===== src/rtl/uart_cmd_pkg.sv =====
// Shared constants and parser state encoding for the UART command controller.
package uart_cmd_pkg;

  localparam logic [7:0] SYNC_BYTE = 8'hA5;
  localparam logic [7:0] CMD_WR    = 8'h01;
  localparam logic [7:0] CMD_RD    = 8'h02;
  localparam logic [7:0] RSP_ACK   = 8'h06;
  localparam logic [7:0] RSP_NAK   = 8'h15;

  typedef enum logic [2:0] {
    ST_IDLE,
    ST_CMD,
    ST_ADDR,
    ST_DATA,
    ST_CHK,
    ST_BUS,
    ST_RESP
  } state_t;

  function automatic logic cmd_known(input logic [7:0] c);
    return (c == CMD_WR) || (c == CMD_RD);
  endfunction

endpackage


===== src/rtl/uart_cmd_timeout.sv =====
// Inter-byte timeout: reloads on every received byte, counts down while enabled,
// flags expiry once LIMIT cycles have passed since the last load.
module uart_cmd_timeout #(
  parameter int LIMIT = 4
) (
  input  logic clk,
  input  logic rst_n,
  input  logic load,
  input  logic en,
  output logic expired
);

  localparam int W = (LIMIT < 2) ? 1 : $clog2(LIMIT + 1);

  logic [W-1:0] cnt;

  always_ff @(posedge clk) begin
    if (!rst_n)                 cnt <= '0;
    else if (load)              cnt <= W'(LIMIT - 1);
    else if (en && cnt != '0)   cnt <= cnt - W'(1);
  end

  // A byte arriving in the expiry cycle wins over the timeout.
  assign expired = en && !load && (cnt == '0);

endmodule


===== src/rtl/uart_cmd_ctrl.sv =====
// Framed register-access command parser between UART RX/TX and a req/ack bus.
// Define UART_CMD_CHK_EN to require and verify a trailing XOR checksum byte.
module uart_cmd_ctrl
  import uart_cmd_pkg::*;
#(
  parameter int CLK_FREQ      = 100_000_000,
  parameter int BAUD_RATE     = 115200,
  parameter int TIMEOUT_BYTES = 4
) (
  input  logic       clk,
  input  logic       rst_n,
  input  logic [7:0] rx_data,
  input  logic       rx_valid,
  output logic       bus_req,
  output logic       bus_we,
  output logic [7:0] bus_addr,
  output logic [7:0] bus_wdata,
  input  logic       bus_ack,
  input  logic [7:0] bus_rdata,
  output logic [7:0] tx_data,
  output logic       tx_valid,
  input  logic       tx_ready,
  output logic [7:0] err_cnt
);

  localparam int BYTE_CYC = 10 * (CLK_FREQ / BAUD_RATE);
  localparam int LIMIT    = TIMEOUT_BYTES * BYTE_CYC;

  state_t     state;
  logic [7:0] cmd;
  logic       parsing, expired, last, chk_ok, frame_ok, err_inc;

  assign parsing = state inside {ST_CMD, ST_ADDR, ST_DATA, ST_CHK};

  uart_cmd_timeout #(.LIMIT(LIMIT)) u_tmo (
    .clk     (clk),
    .rst_n   (rst_n),
    .load    (rx_valid),
    .en      (parsing),
    .expired (expired)
  );

`ifdef UART_CMD_CHK_EN
  logic [7:0] chk;

  always_ff @(posedge clk) begin
    if (!rst_n)                                                 chk <= '0;
    else if (state == ST_IDLE)                                  chk <= '0;
    else if (rx_valid && state inside {ST_CMD, ST_ADDR, ST_DATA}) chk <= chk ^ rx_data;
  end

  assign last   = (state == ST_CHK);
  assign chk_ok = (rx_data == chk);
`else
  assign last   = (state == ST_DATA) || (state == ST_ADDR && cmd != CMD_WR);
  assign chk_ok = 1'b1;
`endif

  assign frame_ok = cmd_known(cmd) && chk_ok;

  always_comb begin
    err_inc = 1'b0;
    if (parsing) err_inc = rx_valid ? (last && !frame_ok) : expired;
    else if (state == ST_BUS || state == ST_RESP) err_inc = rx_valid;
  end

  always_ff @(posedge clk) begin
    if (!rst_n) begin
      state     <= ST_IDLE;
      cmd       <= '0;
      bus_req   <= 1'b0;
      bus_we    <= 1'b0;
      bus_addr  <= '0;
      bus_wdata <= '0;
      tx_valid  <= 1'b0;
      tx_data   <= '0;
      err_cnt   <= '0;
    end else begin
      if (err_inc && err_cnt != 8'hFF) err_cnt <= err_cnt + 8'd1;

      case (state)
        ST_IDLE: if (rx_valid && rx_data == SYNC_BYTE) state <= ST_CMD;
        ST_CMD: begin
          if (rx_valid) begin
            cmd   <= rx_data;
            state <= ST_ADDR;
          end else if (expired) state <= ST_IDLE;
        end
        ST_ADDR: begin
          if (rx_valid) begin
            bus_addr <= rx_data;
            state    <= (cmd == CMD_WR) ? ST_DATA : ST_CHK;
          end else if (expired) state <= ST_IDLE;
        end
        ST_DATA: begin
          if (rx_valid) begin
            bus_wdata <= rx_data;
            state     <= ST_CHK;
          end else if (expired) state <= ST_IDLE;
        end
        ST_CHK: if (!rx_valid && expired) state <= ST_IDLE;
        ST_BUS: begin
          if (bus_ack) begin
            bus_req  <= 1'b0;
            tx_valid <= 1'b1;
            tx_data  <= bus_we ? RSP_ACK : bus_rdata;
            state    <= ST_RESP;
          end
        end
        ST_RESP: begin
          if (tx_ready) begin
            tx_valid <= 1'b0;
            state    <= ST_IDLE;
          end
        end
        default: state <= ST_IDLE;
      endcase

      // The frame's final byte overrides the per-state advance above.
      if (rx_valid && parsing && last) begin
        if (frame_ok) begin
          state   <= ST_BUS;
          bus_req <= 1'b1;
          bus_we  <= (cmd == CMD_WR);
        end else begin
          state    <= ST_RESP;
          tx_valid <= 1'b1;
          tx_data  <= RSP_NAK;
        end
      end
    end
  end

endmodule


===== config.mk =====
export PLATFORM = sky130hd
export DESIGN_NAME = uart_cmd_ctrl
export DESIGN_NICKNAME = d
export VERILOG_FILES = /design/src/rtl/uart_cmd_pkg.sv /design/src/rtl/uart_cmd_timeout.sv /design/src/rtl/uart_cmd_ctrl.sv
export SDC_FILE = /design/constraint.sdc
export NUM_CORES = 1
export LEC_CHECK = 0
export ABC_CLOCK_PERIOD_IN_PS = 2000
export CAP_MARGIN = 10
export CORE_ASPECT_RATIO = 0.9
export CORE_MARGIN = 8
export CORE_UTILIZATION = 47
export CTS_CLUSTER_DIAMETER = 150
export DETAILED_ROUTE_END_ITERATION = 10
export GPL_TIMING_DRIVEN = 0
export PLACE_DENSITY = 0.76
export SLEW_MARGIN = 15
export SYNTH_ARGS = -nofsm -noshare
export SYNTH_HDL_FRONTEND = slang
export SYNTH_SLANG_ARGS = --single-unit
export TNS_END_PERCENT = 5

===== constraint.sdc =====
create_clock -name clk -period 2 [get_ports clk]
set_clock_uncertainty 0.05 [all_clocks]
set_input_delay 0.6 -clock clk [delete_from_list [all_inputs] [get_ports clk]]
set_output_delay 0.6 -clock clk [all_outputs]
set_load 0.005 [all_outputs]

==> flow_summary.toml, run 1 <==
# yosys + openroad results
[sta]
finalSetupViolCount = 2
setup_ws_ps = -24.6
fin_setup_tns_ps = -31.2
fmax_mhz = 494
tightest_slew_ps = 529

[run]
drv_cap = 0
log.warning_count = 28

[cells_and_area]
fill_cells = 511
area_growth_pct = 33.3

[die]
rows = 27
die_w_um = 99.4
fp_util = 0.484
boundaryPins = 56

[detailed_routing]
vias_per_cell = 5.59
dr.pass1.iters = 4
wl_per_cell_um = 15.0
drc = 0
wl_met2_mm = 3.70

[synthesis]
yosys_area_um2 = 2940
edf_count = 0
synth_flop_count = 62
syn_inst = 360
yosysSeqAreaShare = 0.422
avgSynthCellArea_um2 = 8.17
ff_type = "dfxtp_1"
synth_cell_types = 46

[placed_design]
gp_congestion = 0.857
placement.io_buffers = 55

[status]
violations = "setup timing"
status = "finished with violations"

[power]
power.leakage_nw = 1.34
p_sw_uw = 614
pwr-share-seq = 0.478
clock_power_share = 0.458
pwr-share-comb = 0.064

[cts]
cts_sinks = 62
cts_tree = "yes"
cts.clk_slew.worst_paths_ps = 70
clock_path_buffers = 2

[global_route]
grt_overflow = 0
antenna_found_initial = 0
grt_pass1_vias = 2608

[worst_setup_path]
worstSetupPathType = "in2reg"
## run 1: worst max-delay path, cell delays in order
cell,delay [ps]
clkdlybuf4s50_1,510
nor2b_1,210
and2_2,240
a211oi_4,110
a211o_1,320
a221oi_2,250
## run 1: routing by layer
metal / up-vias / track usage
met5: - / 0
met3: 12 / 0.0389
met1: 1319 / 0.194
li1: 1402 / -
met2: 91 / 0.275
met4: 0 / 0.0756
## run 1: per-stage QoR
step                setup slack, ps  hold WS, ps  area (um^2)  utilization  instances
detailed placement             -772          399         3580        0.589        487
finish                        -24.6          405         3920        0.645        505
floorplan                      52.7          386         2940            -        360
CTS                           -20.3          409         3850        0.633        503
global route                   -133          422         3920        0.645        505
global placement               -719          392         3580        0.589        487
## run 1: cells by family (layout without fill, tap and decap cells)
logic type / Yosys count / after routing / share of synthesized area
fa+ha+maj: 2 / 2 / 0.00850
compound gates: 78 / 78 / 0.161
xor+xnor: 15 / 15 / 0.0446
simple gates: 172 / 172 / 0.305
mux: 8 / 8 / 0.0272
buf+inv: 23 / 96 / 0.0319
flops: 62 / 62 / 0.422
## run 1: cell usage after synthesis (2+ instances only)
master	count
nor2b_1	3
a31oi_1	2
inv_1	8
mux2i_1	8
nand4_1	8
o22ai_1	2
nor2_1	24
nor4_2	2
and2_1	2
o21ai_0	2
nand3_1	13
o21a_1	11
o31ai_1	5
nor4b_1	2
or3_1	5
nand3b_1	2
nor3b_1	6
dfxtp_1	62
nor3_1	7
a21oi_1	48
nand2_1	71
clkbuf_1	11
xor2_1	7
buf_2	3
xnor2_1	8
ha_1	2
nor4_1	4
nand2b_1	14
## run 1: final timing paths
path,start,slack [ps],end
worst max register to register,u_tmo.cnt[0]$_SDFFE_PN0P_,40,err_cnt[6]$_SDFFE_PN0P_
worst min register to register,bus_addr[4]$_SDFFE_PN0P_,400,bus_addr[4]$_SDFFE_PN0P_
worst max-delay path,rx_valid,-20,err_cnt[6]$_SDFFE_PN0P_
worst min-delay path,bus_addr[4]$_SDFFE_PN0P_,400,bus_addr[4]$_SDFFE_PN0P_
## run 1: registers in the layout, summed over array words and instances, names as in the netlist
| name | count |
|---|---|
| bus_addr | 8 |
| bus_req | 1 |
| bus_wdata | 8 |
| bus_we | 1 |
| cmd | 8 |
| err_cnt | 8 |
| state | 3 |
| tx_data | 8 |
| tx_valid | 1 |
| u_tmo.cnt | 16 |
## run 1: power groups by stage
stage	sequential (mW)	combinational [mW]	clock, mW
2_1_floorplan	1.29	0.0864	0
3_3_place_gp	1.29	0.155	0
3_5_place_dp	1.29	0.157	0
4_1_cts	1.27	0.164	1.23
5_1_grt	1.27	0.185	1.29
6_report	1.27	0.170	1.22
## run 1: layout make-up
cell class                      count  area (um^2)  share of cell area
Clock buffer                        9          124              0.0316
Inverter                            8         30.0             0.00765
Clock inverter                      7         97.6              0.0249
Sequential cell                    62         1240               0.317
Buffer                             15         75.1              0.0191
Tap cell                           72         90.1              0.0230
Multi-Input combinational cell    275         1700               0.433
Timing Repair Buffer               57          566               0.144
## run 1: timing repair
item	in CTS	in global routing
pin swaps	0	1
gates resized	10	18
setup endpoints to repair	27	33
setup buffers	0	2
cloned	0	0
run_1/power_grid.png
Drawn at 4 px/um. Pins as bars on the die edge.
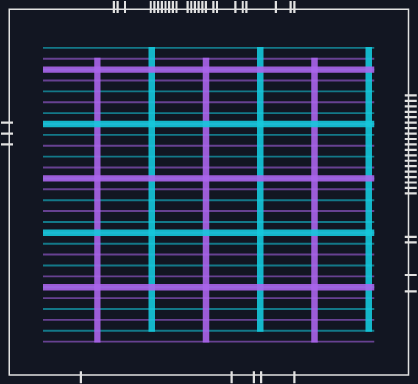
[VDD] cyan
[VSS] purple
met4 straps: 6
rows: 27
met5 straps: 5
met1 rails: 28

run_1/wires.png
Drawn at 4 px/um.
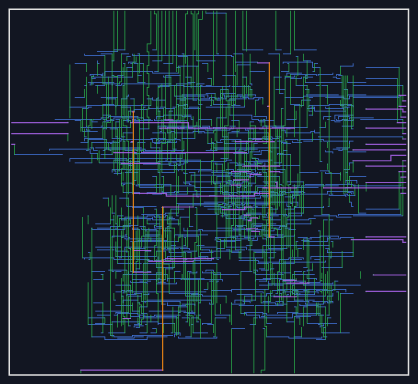
[metal 4] orange | wire length: 124 um
[metal 3] purple | wire length: 454 um
[metal 1] blue | wire length: 3310 um
[metal 2] green | wire length: 3700 um
vias: 2824
gr usage total: 0.164
final wirelength: 7.60 mm

run_1/clocks.png
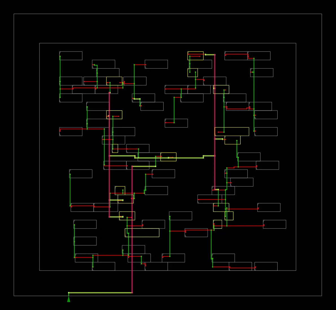
clk_lat worst skew: 340 ps
clock buffer count from CTS: 9
clock buffer count: 9

--- run 2 (diff from run 1) ---
--- a/config.mk
+++ b/config.mk
@@ -5,15 +5,16 @@
 export SDC_FILE = /design/constraint.sdc
 export NUM_CORES = 1
 export LEC_CHECK = 0
-export ABC_CLOCK_PERIOD_IN_PS = 2000
-export CAP_MARGIN = 10
+export ABC_CLOCK_PERIOD_IN_PS = 2600
+export CAP_MARGIN = 20
 export CORE_ASPECT_RATIO = 0.9
 export CORE_MARGIN = 8
-export CORE_UTILIZATION = 47
+export CORE_UTILIZATION = 55
 export CTS_CLUSTER_DIAMETER = 150
 export DETAILED_ROUTE_END_ITERATION = 10
 export GPL_TIMING_DRIVEN = 0
-export PLACE_DENSITY = 0.76
+export PLACE_DENSITY = 0.84
+export RECOVER_POWER = 50
 export SLEW_MARGIN = 15
 export SYNTH_ARGS = -nofsm -noshare
 export SYNTH_HDL_FRONTEND = slang
==> constraint.sdc (replaced) <==
create_clock -name clk -period 2.6 [get_ports clk]
set_clock_uncertainty 0.05 [all_clocks]
set_input_delay 0.78 -clock clk [delete_from_list [all_inputs] [get_ports clk]]
set_output_delay 0.78 -clock clk [all_outputs]
set_load 0.005 [all_outputs]
==> run 2 against run 1 <==
Against the previous run:
- critical endpoint unchanged
- sequential share of layout area up 0.96 points
- synthesized cell count is the same
- register-to-register slack gained 330 ps
- first-iteration DRC count rose to 2.7 times the previous value
- largest cell class unchanged
- setup slack gained 220 ps
- non-clock buffer count fell by 2
- sequential power down 23%
- final area shrank 3.1%
- hold slack lost 4.0 ps
- the flow now finishes without violations
- critical path type unchanged
- routed wire length shrank 1.2%
==> flow_summary.toml, run 2 <==
# yosys + openroad results
[cells_and_area]
fill_cells = 423
largest_reg_flops = 16
final_cell_area_um2 = 3800
fin_util = 0.728
area_growth_pct = 29.2

[hold_path]
hp-start = "bus_addr[1]$_SDFFE_PN0P_"

[placed_design]
dpl_cell_area_um2 = 3580
gp_congestion = 0.925
dp_worst_setup_slack_ps = -211

[global_route]
gr-usage-all-layers = 0.197
grt_overflow = 0

[worst_setup_path]
path_delay_family = "AND-OR/OR-AND gates"
crit_chain = "clkdlybuf4s50_1 > nor2b_1 > and2_0 > a211oi_2 > a211o_1 > a221oi_2"
worstSetupPathType = "in2reg"
cpPeakStageDelay_ps = 540
r2r-start = "u_tmo.cnt[0]$_SDFFE_PN0P_"

[detailed_routing]
dr.pass1.iters = 5
vias = 2814
wl_mm = 7.51

[synthesis]
ff_type = "dfxtp_1"
avgSynthCellArea_um2 = 8.17
fa_ha_area_frac = 0.00850
yosysMostFrequentCell = "nand2_1"
synthAoiAreaFrac = 0.161
synthTopCellsByCount = "71 x nand2_1, 62 x dfxtp_1, 48 x a21oi_1"

[die]
die_w_um = 93.1
boundaryPins = 56

[cts]
cts_tree = "yes"

[run]
drv_cap = 0

[sta]
fin_setup_tns_ps = 0

[status]
status = "finished, final reports clean"
==> run 2: cell counts after synthesis <==
No cell type changed its count.
==> run 2: tightest hold or removal path, stage by stage, from the launching register on <==
cell and delay, ps:
dfxtp_1 310, nand2_1 50, a21oi_1 50
==> run 2: final timing paths <==
check                                   to  slack [ps]  depth (start not counted)
setup / recovery   err_cnt[6]$_SDFFE_PN0P_         190                          6
hold / removal    bus_addr[1]$_SDFFE_PN0P_         400                          2
setup reg to reg   err_cnt[6]$_SDFFE_PN0P_         370                          8
hold reg to reg   bus_addr[1]$_SDFFE_PN0P_         400                          2
==> run 2: cell families after synthesis <==
| group | count (synthesis) |
|---|---|
| buffers and inverters | 23 |
| adder cells (fa/ha/maj) | 2 |
| XOR/XNOR | 15 |
| multiplexers | 8 |
| AND/OR/NAND/NOR | 172 |
| flip-flops | 62 |
| AND-OR/OR-AND | 78 |
==> run 2: final cells by class <==
class | count | share of cell area
flip-flops and latches | 62 | 0.327
well taps | 67 | 0.0221
repair buffers | 55 | 0.145
clock buffers | 10 | 0.0362
inverters | 8 | 0.00790
plain buffers | 15 | 0.0168
clock inverters | 6 | 0.0221
multi-input cells | 275 | 0.424
==> run 2: stage by stage <==
stage / hold WS, ps / std cells
final: 401 / 498
after CTS: 405 / 498
after detailed placement: 396 / 482
after floorplan: 386 / 360
after global placement: 392 / 482
after global routing: 418 / 498
==> run 2: report_power, final <==
| part | internal, mW | switching, mW |
|---|---|---|
| logic | 0.0607 | 0.0626 |
| clock network | 0.564 | 0.391 |
| registers | 0.961 | 0.0134 |
| total | 1.59 | 0.467 |
==> run 2: layer usage <==
| metal | global-route usage | vias up | share of wire | wire length, um |
|---|---|---|---|---|
| met2 | 0.302 | 105 | 0.48 | 3580 |
| met4 | 0.0848 | 0 | 0.017 | 125 |
| li1 | - | 1393 | - | - |
| met5 | 0 | - | 0 | 0 |
| met3 | 0.0705 | 16 | 0.078 | 588 |
| met1 | 0.241 | 1300 | 0.43 | 3220 |
run_2/logic_types.png
Drawn at 3 px/um.
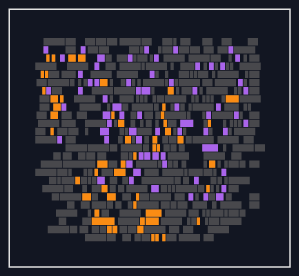
[aoi and oai cells] purple | cells: 66 | most used: a21oi_1
[nor cells] orange | cells: 52 | most used: nor2_1

run_2/clocks.png
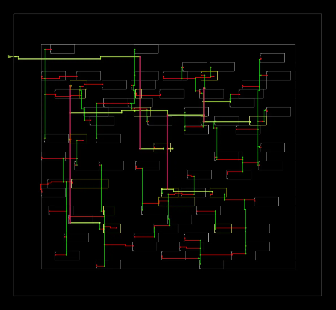
clk_lat worst skew: 350 ps
P_clk: 955 uW
count of clock tree sinks: 62
clock buffer count: 10
Seq cells: 62

--- run 3 (diff from run 2) ---
==> constraint.sdc (replaced) <==
create_clock -name clk -period 2.6 [get_ports clk]
set_clock_uncertainty 0.05 [all_clocks]
set_input_delay 0.78 -clock clk [delete_from_list [all_inputs] [get_ports clk]]
set_output_delay 0.78 -clock clk [all_outputs]
set_load 0.05 [all_outputs]
==> run 3 against run 2 <==
Against the previous run:
- critical path depth fell by 5
- sequential power is essentially flat
- clock power up 0.4%
- synthesized cell count unchanged
- critical path type is now reg2out
- flip-flop count unchanged
- first-iteration DRC count fell by 0.32%
- non-clock buffer count stayed put
- critical endpoint is now err_cnt[3]
- global-route usage is the same
- routed wire length is essentially flat
- total power increased by 0.17%
- final area unchanged
- highest routed layer unchanged
==> flow_summary.toml, run 3 <==
# yosys + openroad results
[power]
swShare = 0.229
pwr-share-comb = 0.060
internal-power_mw = 1.59
clock_power_share = 0.466
pwr-share-seq = 0.474
p_sw_uw = 470

[worst_setup_path]
worstSetupPathType = "reg2out"
crit_chain = "clkdlybuf4s50_1"
crit_path_max_fanout = 6
path_delay_family = "buffers and inverters"
cpPeakStageDelay_ps = 840

[cells_and_area]
final_nets = 449
largest_reg_flops = 16
fill_cells = 423
fin_cells = 498

[synthesis]
avgSynthCellArea_um2 = 8.17
ff_type = "dfxtp_1"
fa_ha_area_frac = 0.00850
synth_cell_types = 46
synth_flop_count = 62
ys_sh_mux = 0.0272
fp_nets = 383

[sta]
rsz0062_at_grt = "false"
tightest_slew_ps = 678
holdWs_ps = 403

[die]
boundaryPins = 56
die_w_um = 93.1

[global_route]
grt_pass1_vias = 2641
grtUsageMet1 = 0.241
met3_usage = 0.0705
gr-usage-all-layers = 0.197
busiest_layer = "met2"
grt_overflow = 0

[cts]
cts_sinks = 62
cts.clk_slew.worst_paths_ps = 80
clk_latency_ps = 350

[detailed_routing]
wl_mm = 7.51
dr.pass1.iters = 4

[placed_design]
gp_congestion = 0.925

[status]
status = "finished, final reports clean"

[run]
drv_cap = 0
-- run 3: per-stage QoR --
stage | worst slack [ps] | utilization | instance area [um^2] | TNS (ps) | power, mW
global route | 65.6 | 0.728 | 3800 | 0 | 2.12
finish | 145 | 0.728 | 3800 | 0 | 2.06
global placement | -196 | 0.685 | 3580 | -466 | 1.11
CTS | 101 | 0.727 | 3800 | 0 | 2.06
detailed placement | -211 | 0.685 | 3580 | -608 | 1.12
floorplan | 635 | - | 2940 | 0 | 1.06
-- run 3: path summary, 6_finish.rpt --
kind	endpoint	from	slack, ps	cells past startpoint
setup / recovery	err_cnt[3]	err_cnt[3]$_SDFFE_PN0P_	140	1
hold / removal	bus_addr[1]$_SDFFE_PN0P_	bus_addr[1]$_SDFFE_PN0P_	400	2
setup reg to reg	err_cnt[6]$_SDFFE_PN0P_	u_tmo.cnt[0]$_SDFFE_PN0P_	380	8
hold reg to reg	bus_addr[1]$_SDFFE_PN0P_	bus_addr[1]$_SDFFE_PN0P_	400	2
-- run 3: power groups by stage --
stage	logic (mW)	clock network [mW]	registers (mW)
after floorplan	0.0665	0	0.994
after global placement	0.119	0	0.995
after detailed placement	0.121	0	0.996
after CTS	0.123	0.967	0.974
after global routing	0.134	1.01	0.975
final	0.123	0.959	0.974
-- run 3: layout make-up --
class | count | area (um^2) | share of cell area
Buffer | 15 | 63.8 | 0.0168
Clock buffer | 10 | 138 | 0.0362
Clock inverter | 6 | 83.8 | 0.0221
Inverter | 8 | 30.0 | 0.00790
Multi-Input combinational cell | 275 | 1610 | 0.424
Sequential cell | 62 | 1240 | 0.327
Tap cell | 67 | 83.8 | 0.0221
Timing Repair Buffer | 55 | 551 | 0.145
-- run 3: logic make-up (layout without fill, tap and decap cells) --
| kind of cell | count (synthesis) | after routing |
|---|---|---|
| compound gates | 78 | 78 |
| simple gates | 172 | 172 |
| mux | 8 | 8 |
| buf+inv | 23 | 94 |
| xor+xnor | 15 | 15 |
| fa+ha+maj | 2 | 2 |
| flops | 62 | 62 |
-- run 3: routing by layer --
metal / part of all wire / vias to the layer above / wire (um)
met2: 0.48 / 87 / 3590
met3: 0.079 / 13 / 597
met5: 0 / - / 0
met1: 0.43 / 1322 / 3220
met4: 0.014 / 0 / 108
li1: - / 1394 / -
run_3/clocks.png
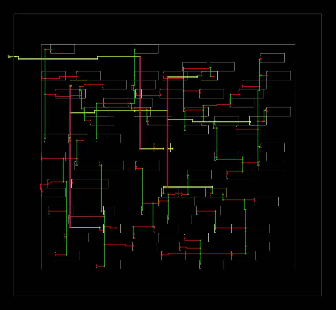
P_clk: 959 uW

run_3/power_grid.png
Drawn at 4 px/um. Pins as bars on the die edge.
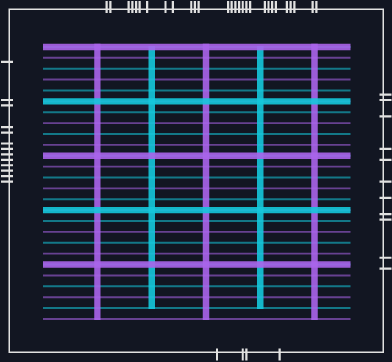
VDD IR max: 484 uV
Core Region: 5220 um^2

No activity file was given, so power comes from the tool's default toggle rates.
